--- config.mk ---
export PLATFORM = sky130hd
export DESIGN_NAME = stream_upsizer
export DESIGN_NICKNAME = d
export VERILOG_FILES = /design/src/rtl/stream_upsizer_pkg.sv /design/src/rtl/stream_upsizer.sv
export SDC_FILE = /design/constraint.sdc
export NUM_CORES = 1
export LEC_CHECK = 0
export CAP_MARGIN = 20
export CORE_MARGIN = 2
export CORE_UTILIZATION = 57
export CTS_BUF_LIST = sky130_fd_sc_hd__clkbuf_2 sky130_fd_sc_hd__clkbuf_4 sky130_fd_sc_hd__clkbuf_8
export DETAILED_ROUTE_END_ITERATION = 16
export PLACE_DENSITY_LB_ADDON = 0.1
export REMOVE_ABC_BUFFERS = 1
export SYNTH_ARGS = -nofsm -noshare
export SYNTH_HDL_FRONTEND = slang
export SYNTH_SLANG_ARGS = --single-unit
--- constraint.sdc ---
create_clock -name clk -period 5.6 [get_ports clk]
set_input_delay 0.56 -clock clk [delete_from_list [all_inputs] [get_ports clk]]
set_output_delay 0.56 -clock clk [all_outputs]
set_load 0.05 [all_outputs]
--- src/rtl/stream_upsizer_pkg.sv ---
// rtl/stream_upsizer_pkg.sv - shared stream constants and lane-mask helper
//
// Purpose: defaults shared between the byte FIFO and the stream upsizer,
//          plus the keep-mask helper used when closing a word.
// Ports:   none (package).

package stream_pkg;

   // Beat width; matches the byte FIFO DATA_WIDTH.
   localparam int STREAM_IN_WIDTH = 8;
   // Narrow beats packed into one wide word.
   localparam int STREAM_RATIO    = 4;
   // Widest lane count the keep helper can describe.
   localparam int KEEP_MAX        = 32;

   // Mask with the low 'count' bits set (lanes 0..count-1 filled).
   // Callers size-cast the result down to their own RATIO.
   function automatic logic [KEEP_MAX-1:0] keep_mask(input int unsigned count);
      logic [KEEP_MAX-1:0] m;
      m = '0;
      for (int i = 0; i < KEEP_MAX; i++) begin
         if (i < count) m[i] = 1'b1;
      end
      return m;
   endfunction

endpackage

--- src/rtl/stream_upsizer.sv ---
// rtl/stream_upsizer.sv - packs RATIO narrow beats into one registered wide word
//
// Purpose: consumes the FIFO dequeue stream and emits one OUT_WIDTH word per
//          RATIO beats, or earlier when in_last closes a partial word.
// Ports:
//   clk, reset           clock, asynchronous active-high reset
//   in_valid/in_ready    narrow beat handshake (in_ready drives FIFO deq_ready)
//   in_data, in_last     beat payload and word/frame close flag
//   out_valid/out_ready  wide word handshake
//   out_data             packed word, first beat in lane 0 (LSBs)
//   out_keep, out_last   filled-lane mask, word closed by in_last

module stream_upsizer
   import stream_pkg::*;
#(
   parameter int IN_WIDTH = STREAM_IN_WIDTH,
   parameter int RATIO    = STREAM_RATIO
) (
   input  logic                      clk,
   input  logic                      reset,
   input  logic                      in_valid,
   input  logic [IN_WIDTH-1:0]       in_data,
   input  logic                      in_last,
   output logic                      in_ready,
   output logic                      out_valid,
   output logic [IN_WIDTH*RATIO-1:0] out_data,
   output logic [RATIO-1:0]          out_keep,
   output logic                      out_last,
   input  logic                      out_ready
);

   localparam int OUT_WIDTH = IN_WIDTH * RATIO;
   localparam int CNT_W     = $clog2(RATIO);

   logic [OUT_WIDTH-1:0] acc_data;
   logic [CNT_W-1:0]     acc_cnt;

   logic                 accept;
   logic                 complete;
   logic [OUT_WIDTH-1:0] merged;
   logic [RATIO-1:0]     fill_keep;

   // Input may advance whenever the output register is empty or draining
   // this cycle; stalling partial beats too keeps the control trivial.
   assign in_ready = !out_valid || out_ready;
   assign accept   = in_valid && in_ready;
   assign complete = accept && (in_last || (acc_cnt == CNT_W'(RATIO - 1)));

   // Lanes above acc_cnt are still zero in the accumulator, so a word
   // closed early carries zeros in its unfilled lanes.
   always_comb begin
      merged = acc_data;
      for (int i = 0; i < RATIO; i++) begin
         if (acc_cnt == CNT_W'(i)) merged[i*IN_WIDTH +: IN_WIDTH] = in_data;
      end
   end

   // Keep depends only on the count, so unknown data never reaches it.
   assign fill_keep = RATIO'(keep_mask(int'(acc_cnt) + 1));

   always_ff @(posedge clk or posedge reset) begin
      if (reset) begin
         acc_data  <= '0;
         acc_cnt   <= '0;
         out_valid <= 1'b0;
         out_data  <= '0;
         out_keep  <= '0;
         out_last  <= 1'b0;
      end else begin
         if (out_valid && out_ready) out_valid <= 1'b0;

         if (complete) begin
            // Overrides the drain above: back-to-back words without a bubble.
            out_valid <= 1'b1;
            out_data  <= merged;
            out_keep  <= fill_keep;
            out_last  <= in_last;
            acc_data  <= '0;
            acc_cnt   <= '0;
         end else if (accept) begin
            acc_data  <= merged;
            acc_cnt   <= acc_cnt + CNT_W'(1);
         end
      end
   end

endmodule

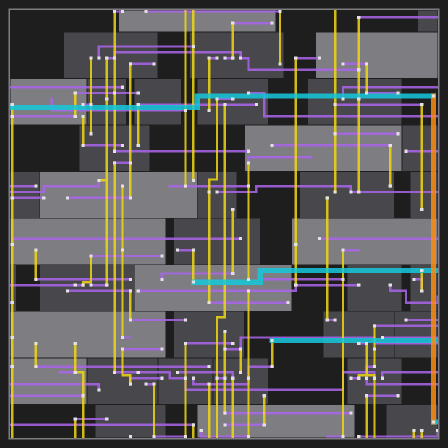
Run 1: a small window of the routed layout
Region (7, 47) to (32, 72) µm. Cells in gray, sequential cells in the stronger gray; small squares are vias.
- met2: yellow
- met3: cyan
- met1: purple
- met4: orange
- cells with their middle in the window: 30
- most frequent: dfrtp_1 (8), mux2_2 (7), mux2_4 (6)
- netlist names of flops here include: acc_data (4), out_data (4)
- sequential cells in the window: 8

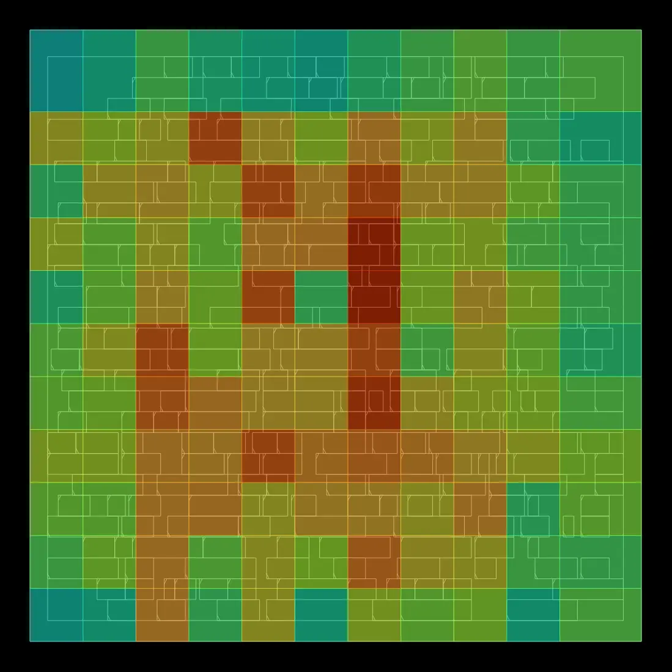
Run 1: track usage over the die
GR met2 Demand/Resource: 31.9%
met3 Track Usage GR: 7.13%
Total GRT Usage: 21.6%
final core area utilization: 71.9%

==> flow_metrics.py, run 1 <==
# Metrics from the implementation run
metrics = {
    "hold_path": {
        "hold_depth": 1,
        "holdPathEnd": "acc_data[28]",
        "min_path_type": "reg2reg",
    },
    "final_timing": {
        "rsz0062_at_grt": "no",
        "holdWs_ns": 0.489,
        "drv_slew": 0,
        "worst_pin_slew_ns": 0.885,
        "post-route-period-util_pct": 53.3,
        "fin_skew_ns": 0.0100,
        "setup_viol": 0,
        "relSlewSlack_pct": 41.0,
    },
    "floorplanning": {
        "fp-utilization_pct": 59.2,
        "die_y_um": 79.6,
    },
    "clock_network": {
        "postCtsHoldBufs": 0,
        "clockRootBuffer": "clkbuf_8",
        "postCtsResizedCells": 0,
        "cts_sinks": 72,
        "cts_buffers": 9,
        "cts_tree": "done",
    },
    "routing": {
        "dr_total_vias": 1913,
        "drc": 0,
        "ant_nets": 0,
        "routed_wl_mm": 6.18,
    },
    "synth": {
        "synth_area_um2": 3260,
        "synth_area_per_cell_um2": 15.2,
        "async_flop_share_pct": 100,
        "ys_cells": 214,
        "synth-edff-count": 0,
        "ys_seq_share_pct": 55.3,
        "ys_chip_area_um2": 3260,
        "top_area_share_pct": 55.3,
        "top_cells_by_count": "dfrtp_1 (72), mux2_2 (36), mux2_4 (30)",
    },
    "pwr": {
        "total_leakage_power_uw": 0.00191,
    },
    "critical_path": {
        "crit_top_cell": "clkdlybuf4s50_1",
        "worstPathRequired_ns": 5.04,
        "worstRegToRegCells": 4,
        "timing.rr.start": "acc_cnt[0]",
        "path_max_fanout": 14,
        "critPathLaunchType": "input port",
    },
    "run": {
        "timing.max_cap.violations": 0,
    },
    "finish": {
        "stdcell_area_um2": 3960,
        "layout_top_cell": "dfrtp_1",
    },
    "global_routing": {
        "grt-ovfl-total": 0,
    },
    "status": {
        "outcome": "finished, final reports clean",
    },
}
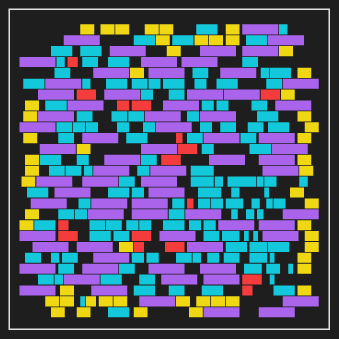
Run 1: cell classes on the final placement
(4 px per µm)
- all other logic: cyan (cells 129; share of their area 36%)
- clock drivers and dummy loads: red (cells 16; share of their area 4.5%)
- other buffers and delay cells: yellow (cells 52; share of their area 13%)
- flip-flops: purple (cells 72; share of their area 47%)

run 1: worst max-delay path: cells and delay by family:
| kind | cells | cell delay, ns |
|---|---|---|
| buffers and inverters | 2 | 1.37 |
| and+or+nand+nor | 1 | 0.49 |
run 1: routing by layer:
layer | global-route usage, % | vias up | routed length [µm]
li1 | - | 881 | -
met1 | 31.1 | 978 | 2940
met2 | 31.9 | 47 | 2880
met3 | 7.13 | 7 | 299
met4 | 5.17 | 0 | 60
met5 | 0 | - | 0
run 1: layout make-up:
class                   count  area [µm²]
multi-input cells         125        1360
repair buffers             52         518
fillers                   378        1550
flip-flops and latches     72        1800
inverters                   4        15.0
clock inverters             7        48.8
well taps                  72        90.1
clock buffers               9         124
run 1: sequential cells by signal, indices dropped and copies added (netlist names):
| signal | cells |
|---|---|
| acc_data | 32 |
| out_data | 32 |
| out_keep | 4 |
| acc_cnt | 2 |
| out_last | 1 |
| out_valid | 1 |
run 1: stage by stage:
| step | total power (µW) | instances |
|---|---|---|
| 2_1_floorplan | 1250 | 201 |
| 3_3_place_gp | 1480 | 325 |
| 3_5_place_dp | 1490 | 325 |
| 4_1_cts | 1850 | 341 |
| 5_1_grt | 1930 | 341 |
| 6_report | 1840 | 341 |
run 1: cells by family (layout without fill, tap and decap cells):
logic type | after synthesis | in the layout | share of synthesized area (%)
AND/OR/NAND/NOR | 22 | 22 | 4.57
buffers and inverters | 17 | 72 | 2.92
flip-flops | 72 | 72 | 55.3
multiplexers | 67 | 67 | 26.6
adder cells (fa/ha/maj) | 5 | 5 | 1.92
AND-OR/OR-AND | 31 | 31 | 8.79
run 1: where the power goes:
part | internal (µW) | switching [µW] | total, µW | leakage, µW
Sequential | 631 | 64.4 | 695 | 0.000958
Clock | 159 | 203 | 362 | 0.0000772
Combinational | 330 | 452 | 782 | 0.000875
Run 1, cells by drive strength:
(4 px per µm)
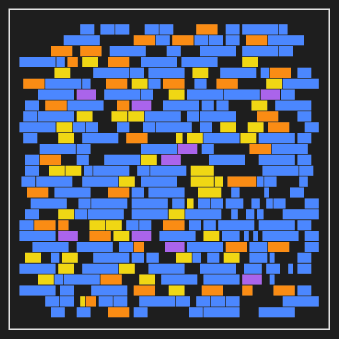

==> run 2: changes to the inputs <==
--- a/config.mk
+++ b/config.mk
@@ -7,7 +7,7 @@
 export LEC_CHECK = 0
 export CAP_MARGIN = 20
 export CORE_MARGIN = 2
-export CORE_UTILIZATION = 57
+export CORE_UTILIZATION = 50
 export CTS_BUF_LIST = sky130_fd_sc_hd__clkbuf_2 sky130_fd_sc_hd__clkbuf_4 sky130_fd_sc_hd__clkbuf_8
 export DETAILED_ROUTE_END_ITERATION = 16
 export PLACE_DENSITY_LB_ADDON = 0.1
==> constraint.sdc (replaced) <==
create_clock -name clk -period 2.7 [get_ports clk]
set_input_delay 0.27 -clock clk [delete_from_list [all_inputs] [get_ports clk]]
set_output_delay 0.27 -clock clk [all_outputs]
set_load 0.05 [all_outputs]
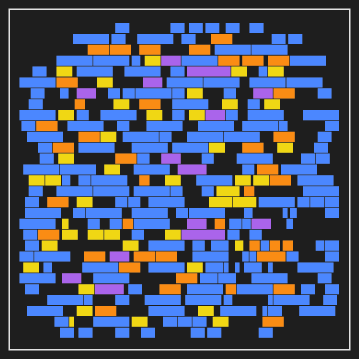
Run 2: cells by drive strength
(4 px per µm)
- drive 6 and up: purple (cells 14; share 5.1%)
- drive 2: yellow (cells 42; share 15%)
- drive 1 or less: blue (cells 180; share 65%)
- drive 3 to 4: orange (cells 40; share 14%)

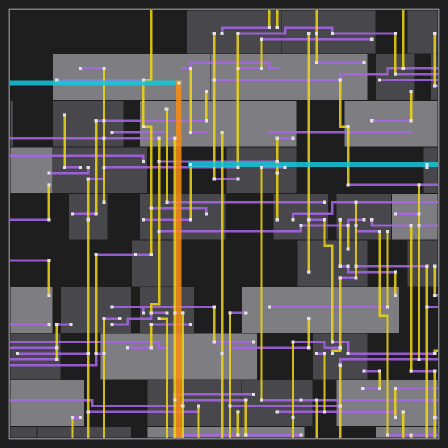
Run 2: a small window of the routed layout
Region (9, 51) to (34, 76) µm. Cells in gray, sequential cells in the stronger gray; small squares are vias.
- met4: orange
- met2: yellow
- met1: purple
- met3: cyan
- cells with their middle in the window: 25
- sequential cells in the window: 7
- most frequent: dfrtp_1 (7), mux2_2 (5), mux2_4 (5)
- netlist names of flops here include: acc_data (6), out_data (1)

==> flow_metrics.py, run 2 <==
# Metrics from the implementation run
metrics = {
    "critical_path": {
        "crit_family": "buffers and inverters",
        "timing.rr.start": "acc_cnt[0]",
        "crit_top_cell": "clkdlybuf4s50_1",
        "critPathBufInv": 2,
        "worstPathRequired_ns": 2.43,
        "path_max_fanout": 3,
        "critPathLaunchType": "input port",
        "worst_ep_arrival_time_ns": 1.74,
        "worstRegToRegCells": 4,
        "slowest_delay_ns": 0.83,
    },
    "synth": {
        "yosysUniqueCellTypes": 21,
        "ys_cells": 214,
        "synthCells": 214,
        "synth-edff-count": 0,
        "yosysMostFrequentCell": "dfrtp_1",
        "top_area_share_pct": 55.3,
        "ys_warn_count": 0,
        "ys_chip_area_um2": 3260,
        "async_flop_share_pct": 100,
        "numSynthFlops": 72,
        "synth_area_um2": 3260,
        "ys_seq_share_pct": 55.3,
        "synth_area_per_cell_um2": 15.2,
        "top_cells_by_count": "dfrtp_1 (72), mux2_2 (36), mux2_4 (30)",
    },
    "global_routing": {
        "use_met1_pct": 27.4,
        "grt_usage_pct": 19.3,
        "grt-ovfl-total": 0,
        "grt_pass1_vias": 2071,
        "gr-max-usage-layer": "met2",
        "gr-usage-met2_pct": 29.3,
        "met3_usage_pct": 6.00,
        "antenna_found_initial": 0,
    },
    "run": {
        "timing.max_cap.violations": 0,
    },
    "routing": {
        "wl_met3_um": 250,
        "wl_met1_mm": 3.12,
        "ant_nets": 0,
        "routed_wl_mm": 6.45,
        "met2RoutedLength_mm": 3.02,
        "drtIter0Drc": 71,
        "drc": 0,
        "top_layer_used": "met4",
        "vias_per_cell": 5.46,
        "dr_total_vias": 1927,
    },
    "clock_network": {
        "cts_tree": "done",
        "postCtsHoldBufs": 0,
        "clockRootBuffer": "clkbuf_8",
        "cts_sinks": 72,
        "cts_buffers": 9,
        "postCtsResizedCells": 0,
    },
    "placed_design": {
        "dp_cells": 337,
        "post_dp_cell_area_um2": 3870,
        "numPortBuffers": 51,
    },
    "final_timing": {
        "rsz0062_at_grt": "no",
        "worst_pin_slew_ns": 0.775,
        "fin_skew_ns": 0.0111,
        "setup_viol": 0,
        "holdWs_ns": 0.369,
        "timing.final.ws_setup_ns": 0.685,
        "relSlewSlack_pct": 48.2,
        "drv_slew": 0,
        "post-route-period-util_pct": 74.6,
    },
    "floorplanning": {
        "fp-utilization_pct": 51.6,
        "die_y_um": 84.8,
        "fp.dieW_um": 84.8,
        "chipArea_um2": 7180,
    },
    "status": {
        "outcome": "finished, final reports clean",
    },
    "finish": {
        "nets": 289,
        "final_cell_mix": "dfrtp_1 (72), clkdlybuf4s50_1 (51), mux2_2 (36), mux2_4 (30), a22o_1 (26)",
        "layout_top_cell": "dfrtp_1",
        "final_cells": 353,
        "top_regs": "acc_data x32, out_data x32, out_keep x4",
    },
    "hold_path": {
        "min_path_type": "in2async",
    },
    "pwr": {
        "total_leakage_power_uw": 0.00199,
        "finalPower_uw": 4040,
    },
}
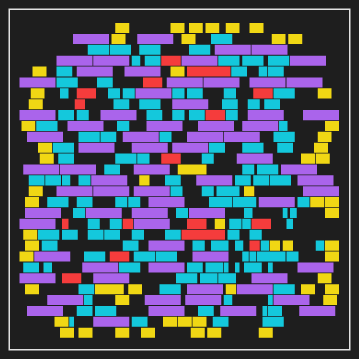
Run 2: cell classes on the final placement
(4 px per µm)
- flip-flops: purple (cells 72; share of their area 45%)
- other buffers and delay cells: yellow (cells 59; share of their area 15%)
- clock drivers and dummy loads: red (cells 16; share of their area 5.6%)
- all other logic: cyan (cells 129; share of their area 34%)
final core area utilization: 64.9%
row count: 29
sequential share of cell area: 44.0%
final instance area: 4100 µm²
core area: 6310 µm²

[run 2: cell counts after synthesis]
No cell type changed its count.
[run 2: kinds of logic (layout without fill, tap and decap cells)]
| group | count (synthesis) | in the layout | share of synthesized area [%] |
|---|---|---|---|
| AND-OR/OR-AND | 31 | 31 | 8.79 |
| adder cells (fa/ha/maj) | 5 | 5 | 1.92 |
| buffers and inverters | 17 | 79 | 2.92 |
| flip-flops | 72 | 72 | 55.3 |
| multiplexers | 67 | 67 | 26.6 |
| AND/OR/NAND/NOR | 22 | 22 | 4.57 |
[run 2: power by group]
group | total, µW | leakage [µW] | internal [µW] | switching, µW
Sequential | 1440 | 0.000958 | 1310 | 133
Combinational | 1640 | 0.000918 | 697 | 942
Clock | 959 | 0.000109 | 554 | 404
Total | 4040 | 0.00199 | 2560 | 1480
[run 2: area by class of cell]
type | count | area (µm²)
Clock buffer | 11 | 145
Tap cell | 77 | 96.3
Clock inverter | 5 | 80.1
Timing Repair Buffer | 59 | 596
Sequential cell | 72 | 1800
Fill cell | 479 | 2220
Multi-Input combinational cell | 125 | 1360
Inverter | 4 | 15.0
[run 2: worst reg2reg max path, stage by stage (launching register included)]
cell	delay, ns
dfrtp_1	0.41
inv_1	0.13
ha_1	0.40
o311ai_2	0.75
a22o_1	0.23
[run 2: worst max path at each step]
| stage | slack, ns | cells after the start | endpoint | from |
|---|---|---|---|---|
| global route | 0.58 | 4 | acc_data[7] | acc_cnt[0] |
| floorplan | 0.20 | 3 | out_data[0] | out_valid |
| CTS | 0.68 | 3 | in_ready | out_ready |
| global placement | 0.56 | 5 | out_data[17] | in_last |
| finish | 0.69 | 3 | in_ready | out_ready |
| detailed placement | 0.52 | 5 | out_data[17] | in_last |
Run 2, met1 routing:
(6 px per µm)
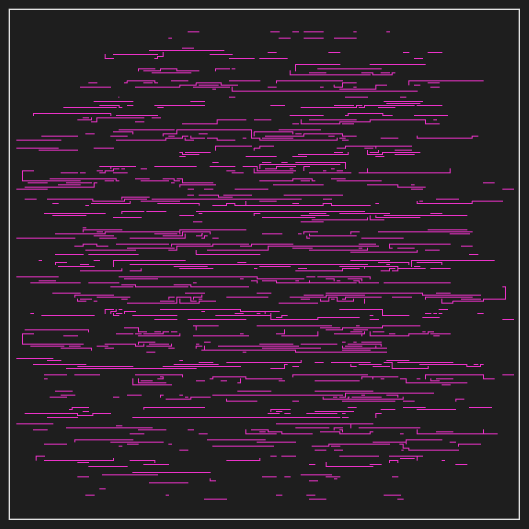

==> run 3: changes to the inputs <==
--- a/config.mk
+++ b/config.mk
@@ -7,7 +7,7 @@
 export LEC_CHECK = 0
 export CAP_MARGIN = 20
 export CORE_MARGIN = 2
-export CORE_UTILIZATION = 50
+export CORE_UTILIZATION = 55
 export CTS_BUF_LIST = sky130_fd_sc_hd__clkbuf_2 sky130_fd_sc_hd__clkbuf_4 sky130_fd_sc_hd__clkbuf_8
 export DETAILED_ROUTE_END_ITERATION = 16
 export PLACE_DENSITY_LB_ADDON = 0.1
==> constraint.sdc (replaced) <==
create_clock -name clk -period 2.1 [get_ports clk]
set_input_delay 0.21 -clock clk [delete_from_list [all_inputs] [get_ports clk]]
set_output_delay 0.21 -clock clk [all_outputs]
set_load 0.05 [all_outputs]
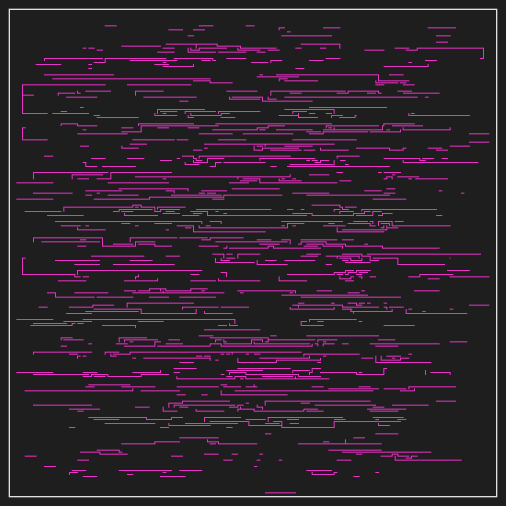
Run 3: met1 routing
(6 px per µm)
- nets with wire on the layer: 255
- main direction: horizontal
- longest straight run: 28.5 µm
- wire length on this layer: 3090 µm
routed wire length: 6.37 mm
Via Count: 1933
GR Util met1: 31.7%

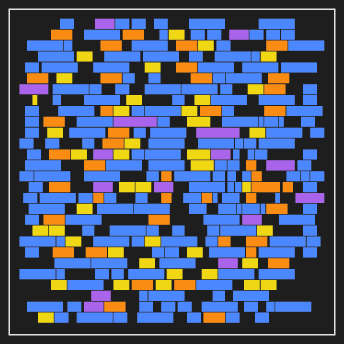
Run 3: cells by drive strength
(4 px per µm)
- drive 6 and up: purple (cells 15; share 5.4%)
- drive 2: yellow (cells 41; share 15%)
- drive 1 or less: blue (cells 179; share 65%)
- drive 3 to 4: orange (cells 42; share 15%)

==> flow_metrics.py, run 3 <==
# Metrics from the implementation run
metrics = {
    "finish": {
        "top_regs": "acc_data x32, out_data x32, out_keep x4",
        "flops": 72,
        "comb_share_pct": 33.1,
        "final_cell_mix": "dfrtp_1 (72), clkdlybuf4s50_1 (50), mux2_2 (36), mux2_4 (30), a22o_1 (26)",
        "fill_cells": 431,
        "inverters": 4,
        "largest_class": "sequential cells",
        "seq_area_um2": 1800,
        "sh_seq_area_pct": 43.8,
        "comb_area_um2": 1360,
        "n_all_buffers": 60,
        "clkbuf_count": 10,
    },
    "critical_path": {
        "worstRegToRegCells": 4,
        "path_max_fanout": 11,
        "path_depth": 4,
    },
    "routing": {
        "ant_nets": 0,
    },
    "floorplanning": {
        "die_y_um": 81.0,
        "fp-utilization_pct": 56.1,
        "fp.dieW_um": 81.0,
        "chipArea_um2": 6560,
    },
    "final_timing": {
        "holdWs_ns": 0.249,
        "setup_viol": 0,
        "rsz0062_at_grt": "no",
        "worst_pin_slew_ns": 0.809,
        "timing.final.ws_setup_ns": 0.148,
        "post-route-period-util_pct": 92.9,
    },
    "clock_network": {
        "postCtsHoldBufs": 0,
        "cts_buffers": 9,
    },
    "synth": {
        "numSynthFlops": 72,
        "synthCells": 214,
        "synth_area_per_cell_um2": 15.2,
        "top_area_share_pct": 55.3,
        "top_cells_by_count": "dfrtp_1 (72), mux2_2 (36), mux2_4 (30)",
        "synth-edff-count": 0,
        "ys_seq_share_pct": 55.3,
        "synth_area_um2": 3260,
        "ys_cells": 214,
        "async_flop_share_pct": 100,
        "yosysMostFrequentCell": "dfrtp_1",
    },
    "pwr": {
        "finalPower_uw": 5240,
    },
    "global_routing": {
        "grt_usage_pct": 22.0,
        "grt-ovfl-total": 0,
    },
    "hold_path": {
        "min_path_type": "in2async",
    },
    "status": {
        "outcome": "finished, final reports clean",
    },
    "placed_design": {
        "numPortBuffers": 51,
    },
}
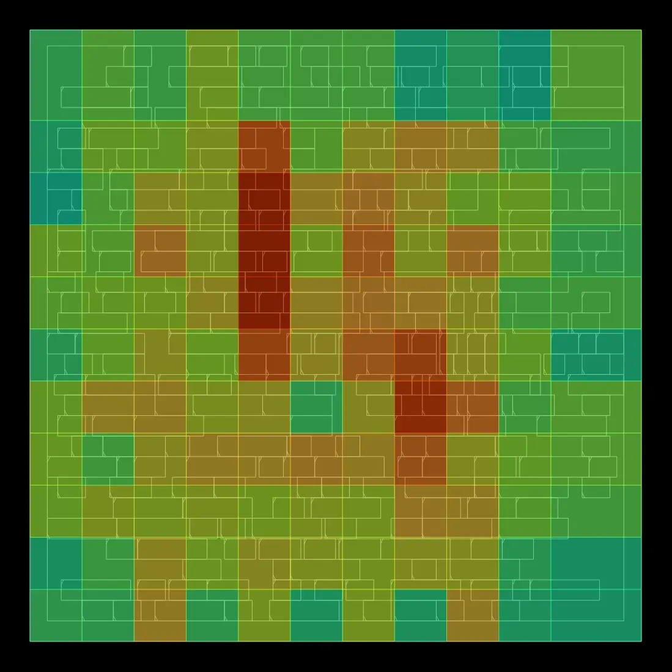
Run 3: track usage over the die
global routing's busiest layer: met2
GR met2 Demand/Resource: 32.1%

-- run 3: netlist changes by cell type in the layout (fill, tap and decap cells not counted) --
| cell | previous run | this run |
|---|---|---|
| clkinv_2 | 1 | 0 |
| clkbuf_4 | 1 | 0 |
| buf_12 | 2 | 3 |
| buf_4 | 6 | 7 |
| clkdlybuf4s50_1 | 51 | 50 |
| clkinv_4 | 0 | 2 |
-- run 3: metrics by stage --
step | area (µm²) | utilization, % | std cells
4_1_cts | 4120 | 70.8 | 352
3_3_place_gp | 3890 | 66.8 | 336
3_5_place_dp | 3890 | 66.8 | 336
2_1_floorplan | 3180 | - | 201
6_report | 4120 | 70.8 | 352
5_1_grt | 4120 | 70.8 | 352
-- run 3: layer usage --
metal	wire, µm	global-route usage (%)
met5	0	0
met4	112	9.15
met3	231	5.33
met2	2930	32.1
met1	3090	31.7
-- run 3: path summary, 6_finish.rpt --
| path | from | to | slack, ns |
|---|---|---|---|
| max | acc_cnt[1] | acc_data[12] | 0.15 |
| min | reset | out_data[27] | 0.25 |
| max reg2reg | acc_cnt[1] | acc_data[12] | 0.15 |
| min reg2reg | acc_data[31] | acc_data[31] | 0.48 |
| max in group asynchronous | reset | acc_data[6] | 1.55 |
| min in group clk | acc_data[31] | acc_data[31] | 0.48 |
-- run 3: where the power goes --
group,switching (µW),internal (µW),total [µW]
logic,1220,914,2130
clock network,546,705,1250
registers,174,1680,1860
-- run 3: cells by family (layout without fill, tap and decap cells) --
group | after synthesis | count (layout) | share of synthesized area [%]
AND-OR/OR-AND | 31 | 31 | 8.79
multiplexers | 67 | 67 | 26.6
buffers and inverters | 17 | 80 | 2.92
adder cells (fa/ha/maj) | 5 | 5 | 1.92
flip-flops | 72 | 72 | 55.3
AND/OR/NAND/NOR | 22 | 22 | 4.57
Power and IR drop assume default switching activity.
